**Signal wires on met1**

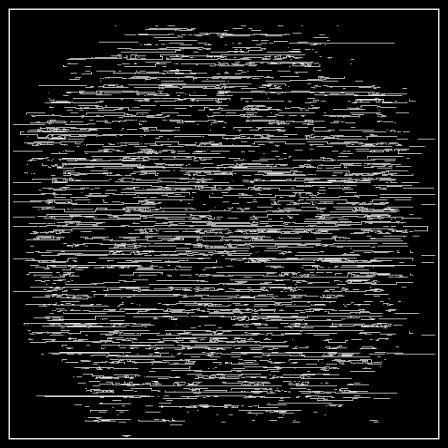
**Signal wires on met2**

The bar under the picture is 50 um long.
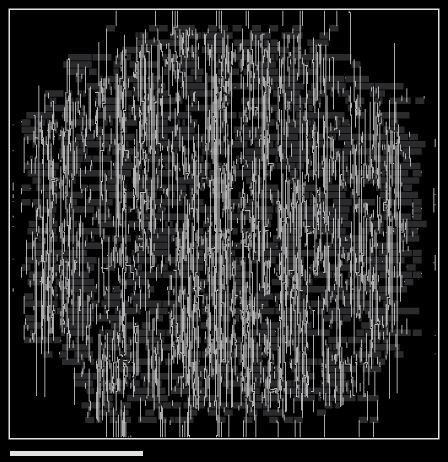
**Signal wires on met3**

The bar under the picture is 50 um long.
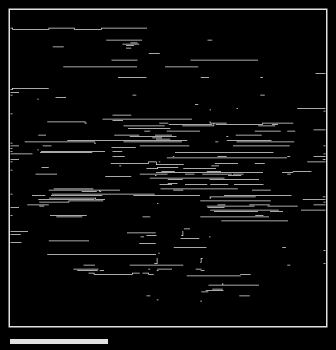
<file path="src/rtl/ibex_csr_bank.sv">
// ibex_csr_bank
// -------------
// A bank of NumRegs control/status registers, each Width bits wide. There is
// one shared write port and one combinational read port.
//
// Write ops: WRITE replaces the register value, SET ORs the operand in, and
// CLEAR ANDs out the operand bits. Every op is filtered by WritableMask.
// Each register has a write-once lock that only reset clears. An optional
// inverted shadow copy gives integrity checking, and a fault-injection input
// flips shadow bit 0 of the addressed register.
//
// Ports:
//   clk_i        : clock; all state updates on the rising edge
//   rst_i        : synchronous, active-high reset
//   wr_addr_i    : target register of write / lock / inject
//   wr_op_i      : 00 NONE, 01 WRITE, 10 SET, 11 CLEAR
//   wr_data_i    : write operand
//   lock_i       : set the lock bit of wr_addr_i
//   err_inject_i : toggle shadow bit 0 of wr_addr_i
//   rd_addr_i    : read select
//   rd_data_o    : value of the selected register (0 if out of range)
//   rd_error_o   : shadow mismatch on the selected register
//   locked_o     : per-register lock bits (registered)
//   wr_denied_o  : one-cycle pulse; the previous cycle's write was rejected
//   err_sticky_o : an integrity error has been seen since reset
//
// There is no valid/ready handshake. An op is a single-cycle request. It is
// accepted or denied at the clock edge where it is presented, and
// wr_denied_o reports the outcome one cycle later.
module ibex_csr_bank #(
    parameter int unsigned      Width        = 32,
    parameter int unsigned      NumRegs      = 4,
    parameter bit               ShadowCopy   = 1'b1,
    parameter logic [Width-1:0] ResetValue   = '0,
    parameter logic [Width-1:0] WritableMask = '1,
    localparam int unsigned     AddrW        = (NumRegs > 1) ? $clog2(NumRegs) : 1
) (
    input  logic               clk_i,
    input  logic               rst_i,
    input  logic [AddrW-1:0]   wr_addr_i,
    input  logic [1:0]         wr_op_i,
    input  logic [Width-1:0]   wr_data_i,
    input  logic               lock_i,
    input  logic               err_inject_i,
    input  logic [AddrW-1:0]   rd_addr_i,
    output logic [Width-1:0]   rd_data_o,
    output logic               rd_error_o,
    output logic [NumRegs-1:0] locked_o,
    output logic               wr_denied_o,
    output logic               err_sticky_o
);

    localparam logic [1:0] OpNone  = 2'b00;
    localparam logic [1:0] OpSet   = 2'b10;
    localparam logic [1:0] OpClear = 2'b11;

    logic [Width-1:0]   q_regs   [NumRegs];
    logic [Width-1:0]   comp_val [NumRegs];
    logic [Width-1:0]   new_val  [NumRegs];
    logic [NumRegs-1:0] addr_hit;
    logic [NumRegs-1:0] wr_en;
    logic [NumRegs-1:0] locked_q;
    logic               wr_denied_q;
    logic               wr_denied_d;

    // Per-register decode. The loop only covers existing registers, so an
    // out-of-range wr_addr_i never produces a hit. That single fact makes
    // out-of-range writes, locks and injects all fall through harmlessly.
    always_comb begin
        for (int unsigned i = 0; i < NumRegs; i++) begin
            addr_hit[i] = (wr_addr_i == AddrW'(i));
            // The lock is sampled before the edge, so a lock and a write
            // arriving in the same cycle still let that write through.
            wr_en[i]    = addr_hit[i] && (wr_op_i != OpNone) && !locked_q[i];
            case (wr_op_i)
                OpSet:   comp_val[i] = q_regs[i] | wr_data_i;
                OpClear: comp_val[i] = q_regs[i] & ~wr_data_i;
                default: comp_val[i] = wr_data_i;
            endcase
            // Bits that are not writable keep their current value. That
            // value is always ResetValue, since no write can change them.
            new_val[i] = (comp_val[i] & WritableMask) | (q_regs[i] & ~WritableMask);
        end
    end

    // Any real op that did not land on an unlocked, in-range register is denied.
    assign wr_denied_d = (wr_op_i != OpNone) && (wr_en == '0);

    always_ff @(posedge clk_i) begin
        if (rst_i) begin
            for (int unsigned i = 0; i < NumRegs; i++) begin
                q_regs[i] <= ResetValue;
            end
            locked_q    <= '0;
            wr_denied_q <= 1'b0;
        end else begin
            for (int unsigned i = 0; i < NumRegs; i++) begin
                if (wr_en[i]) begin
                    q_regs[i] <= new_val[i];
                end
            end
            locked_q    <= locked_q | (addr_hit & {NumRegs{lock_i}});
            wr_denied_q <= wr_denied_d;
        end
    end

    // Read port: pure mux on registered state, with no write bypass.
    always_comb begin
        rd_data_o = '0;
        for (int unsigned i = 0; i < NumRegs; i++) begin
            if (rd_addr_i == AddrW'(i)) begin
                rd_data_o = q_regs[i];
            end
        end
    end

    assign locked_o    = locked_q;
    assign wr_denied_o = wr_denied_q;

    if (ShadowCopy) begin : g_shadow
        logic [Width-1:0]   shadow_q [NumRegs];
        logic [Width-1:0]   shadow_d [NumRegs];
        logic [NumRegs-1:0] mismatch;
        logic [NumRegs-1:0] rd_hit;
        logic               err_sticky_q;

        always_comb begin
            for (int unsigned i = 0; i < NumRegs; i++) begin
                shadow_d[i] = wr_en[i] ? ~new_val[i] : shadow_q[i];
                // The inject applies after the write load, so a write and an
                // inject in the same cycle still leave a corrupted shadow.
                if (err_inject_i && addr_hit[i]) begin
                    shadow_d[i][0] = ~shadow_d[i][0];
                end
                mismatch[i] = (q_regs[i] != ~shadow_q[i]);
                rd_hit[i]   = (rd_addr_i == AddrW'(i));
            end
        end

        always_ff @(posedge clk_i) begin
            if (rst_i) begin
                for (int unsigned i = 0; i < NumRegs; i++) begin
                    shadow_q[i] <= ~ResetValue;
                end
                err_sticky_q <= 1'b0;
            end else begin
                for (int unsigned i = 0; i < NumRegs; i++) begin
                    shadow_q[i] <= shadow_d[i];
                end
                // This watches every register, not only the one being read.
                err_sticky_q <= err_sticky_q | (|mismatch);
            end
        end

        assign rd_error_o   = |(mismatch & rd_hit);
        assign err_sticky_o = err_sticky_q;
    end else begin : g_no_shadow
        logic unused_inject;
        assign unused_inject = err_inject_i;
        assign rd_error_o    = 1'b0;
        assign err_sticky_o  = 1'b0;
    end

endmodule

</file>
<file path="config.mk">
export PLATFORM = sky130hd
export DESIGN_NAME = ibex_csr_bank
export DESIGN_NICKNAME = d
export VERILOG_FILES = /design/src/rtl/ibex_csr_bank.sv
export SDC_FILE = /design/constraint.sdc
export NUM_CORES = 1
export LEC_CHECK = 0
export CAP_MARGIN = 10
export CORE_MARGIN = 4
export CORE_UTILIZATION = 50
export CTS_CLUSTER_DIAMETER = 150
export DETAILED_ROUTE_END_ITERATION = 10
export PLACE_DENSITY_LB_ADDON = 0.2
export SLEW_MARGIN = 20
export SYNTH_ARGS = -nofsm -noshare
export SYNTH_HDL_FRONTEND = slang
export SYNTH_SLANG_ARGS = --single-unit
</file>
<file path="constraint.sdc">
create_clock -name clk_i -period 5.84 [get_ports clk_i]
set_input_delay 1.752 -clock clk_i [delete_from_list [all_inputs] [get_ports clk_i]]
set_output_delay 1.752 -clock clk_i [all_outputs]
set_load 0.01 [all_outputs]
</file>
==> job_summary.md <==
### Yosys + OpenROAD results

| Metric | Value |
|---|---|
| Status | finished, final reports clean |
| Share of cell area taken by flip-flops and latches | 47.5% |
| Clk pwr share | roughly two fifths |
| Post-cts repair resize count | 0 |
| Total global routing overflow | 0 |
| Number of buffers inserted by port buffering | 80 |
| Iteration-0 DRC Markers | approximately 780 |
| First-pass GRT wire length | about 48000 um |
| Number of buffers on the longest clock path | 3 |
| Switching share of power | between 20% and 30% |
| Uppermost layer routed | met4 |
| CP Data Arrival Time | approximately 3.2 ns |
| Proportion of register bits with asynchronous set or reset after synthesis | 0% |
| Proportion of synthesized area in mux cells | 6.74% |
| Clock network power | between 1.5 and 2 mW |
| First drt pass iteration count | 5 |
| Reg-to-reg startpoint | locked_o[0] |
| Die y size | 160 um |
| Req. time, crit path | just over 4 ns |
| Internal portion of total power | between 3 and 4 mW |
| Proportion of layout cells with a drive suffix above 1 | between 10% and 20% |
| Most numerous cell in the Yosys netlist | sky130_fd_sc_hd__nor2_1 |
| Crit start category | input pin |
| Share of Yosys cell area claimed by the top area cell type | 33.1% |
| Headroom to the max-slew limit | between 30% and 40% |
| Count of flip-flops with a built-in enable after synthesis | roughly 130 |
| Cell Type Count | 30 |
| Top cells excl fill/tap | sky130_fd_sc_hd__nor2_1 (260), sky130_fd_sc_hd__nand2_1 (171), sky130_fd_sc_hd__dfxtp_1 (134) |
| Final count of pins violating max slew | 0 |
| Count of endpoints failing hold in the final timing report | 0 |
| Hold buffers post-CTS | 0 |
| Largest class | sequential cells |
| Site row count | about 55 |
| Num ports | around 81 |
| Sequential group power | 2.13 mW |
| Data buffer area share | around 7% |
| Cell at the root of the clock tree | sky130_fd_sc_hd__clkbuf_16 |
| Area Growth Syn to Fin | 18.1% |
| Power share of the sequential group | between 40% and 50% |
| Yosys-reported design area after synthesis | around 12000 um^2 |
| Gpl congestion | 0.910 |
| Peak clock frequency supported by timing | 0.202 GHz |
| Via density per instance | around 5.5 |
| Minimum clock period after layout | between 4 and 5 ns |
| Clock latency reported for the late side of the worst-skew pair | approximately 0.54 ns |
| Wire length on met1 | around 14000 um |
| Library cell occupying the most area in the post-synthesis netlist | sky130_fd_sc_hd__edfxtp_1 |
| Worst min-delay path class | reg -> reg |
| Cts bufs inserted | 28 |
| Overall power after layout | ~4.4 mW |
| Skew final | between 0.008 and 0.009 ns |
| Peak-usage layer in the global routing report | met2 |
| Compound-cell area share of the yosys netlist | between 6 and 7% |
| XORs/XNORs by Area | approximately 9.9% |
| DR DRC count | 0 |
| Post-synthesis sequential element count | around 260 |
| Worst voltage drop across the vdd grid | 0.178 mV |
| Synthesized instance count | 1124 |
| Combinational share of cell area | 35.8% |
| Power density normalized to cell area | ~320 nW/um^2 |
| TritonCTS clock tree | yes |
| Inserted tap cell count | 313 |
| Power drawn by the combinational cells | 493 uW |
| Total Negative Setup Slacks | 0 ns |
| Simple-Gate Area Share | 18.8% |
| Register cell area after layout | about 6500 um^2 |
| Total cells reported by yosys after synthesis | 1124 |
| Post-CTS repair timing setup buffer count | 0 |
Back to the opening pictures, 'signal wires on met1':
wire length on this layer: 13800 um
main direction: horizontal
total wire length after detailed routing: 31900 um
total number of vias: 8484
GR met1 Demand/Resource: 34.0%

Back to the opening pictures, 'signal wires on met2':
longest straight run: 78.5 um
main direction: vertical
share of all routed wire: 46%
wire length on this layer: 14500 um
nets with wire on the layer: 1025
GR met2 Demand/Resource: 38.6%

Back to the opening pictures, 'signal wires on met3':
wire length on this layer: 2520 um
share of all routed wire: 7.9%
GRT met3 Usage: 4.70%

## kinds of logic (layout without fill, tap and decap cells)
kind of cell / Yosys count / after routing
mux: 37 / 37
simple gates: 517 / 517
flops: 262 / 262
xor+xnor: 132 / 132
compound gates: 134 / 134
buf+inv: 42 / 144
## worst min path at each step
stage | cells past startpoint | start | slack [ns] | endpoint
CTS | 2 | g_shadow.shadow_q[0][110] | 0.49 | g_shadow.shadow_q[0][110]
global route | 2 | g_shadow.shadow_q[0][72] | 0.50 | g_shadow.shadow_q[0][72]
global placement | 2 | g_shadow.shadow_q[0][97] | 0.47 | g_shadow.shadow_q[0][97]
finish | 2 | g_shadow.shadow_q[0][110] | 0.49 | g_shadow.shadow_q[0][110]
detailed placement | 2 | g_shadow.shadow_q[0][122] | 0.48 | g_shadow.shadow_q[0][122]
floorplan | 2 | g_shadow.shadow_q[0][100] | 0.46 | g_shadow.shadow_q[0][100]
## critical path: stages
cell	delay, ns
sky130_fd_sc_hd__buf_2	0.10
sky130_fd_sc_hd__buf_12	0.27
sky130_fd_sc_hd__mux4_2	0.55
sky130_fd_sc_hd__clkdlybuf4s50_1	0.49
## sequential cells by signal, indices dropped and copies added (netlist names)
| name | cells |
|---|---|
| g_shadow.shadow_q | 128 |
| q_regs | 128 |
| locked_o | 4 |
| wr_denied_o | 1 |
| err_sticky_o | 1 |
## through the flow
stage / setup slack, ns / util (%) / instance area [um^2] / instances
floorplan: 1.19 / - / 11600 / 1124
global placement: 0.860 / 56.2 / 12800 / 1489
detailed placement: 0.859 / 56.2 / 12800 / 1489
CTS: 0.844 / 60.3 / 13700 / 1539
global route: 0.781 / 60.3 / 13700 / 1539
finish: 0.882 / 60.3 / 13700 / 1539
Power figures rest on the tool's default switching activity, not on a simulated workload.
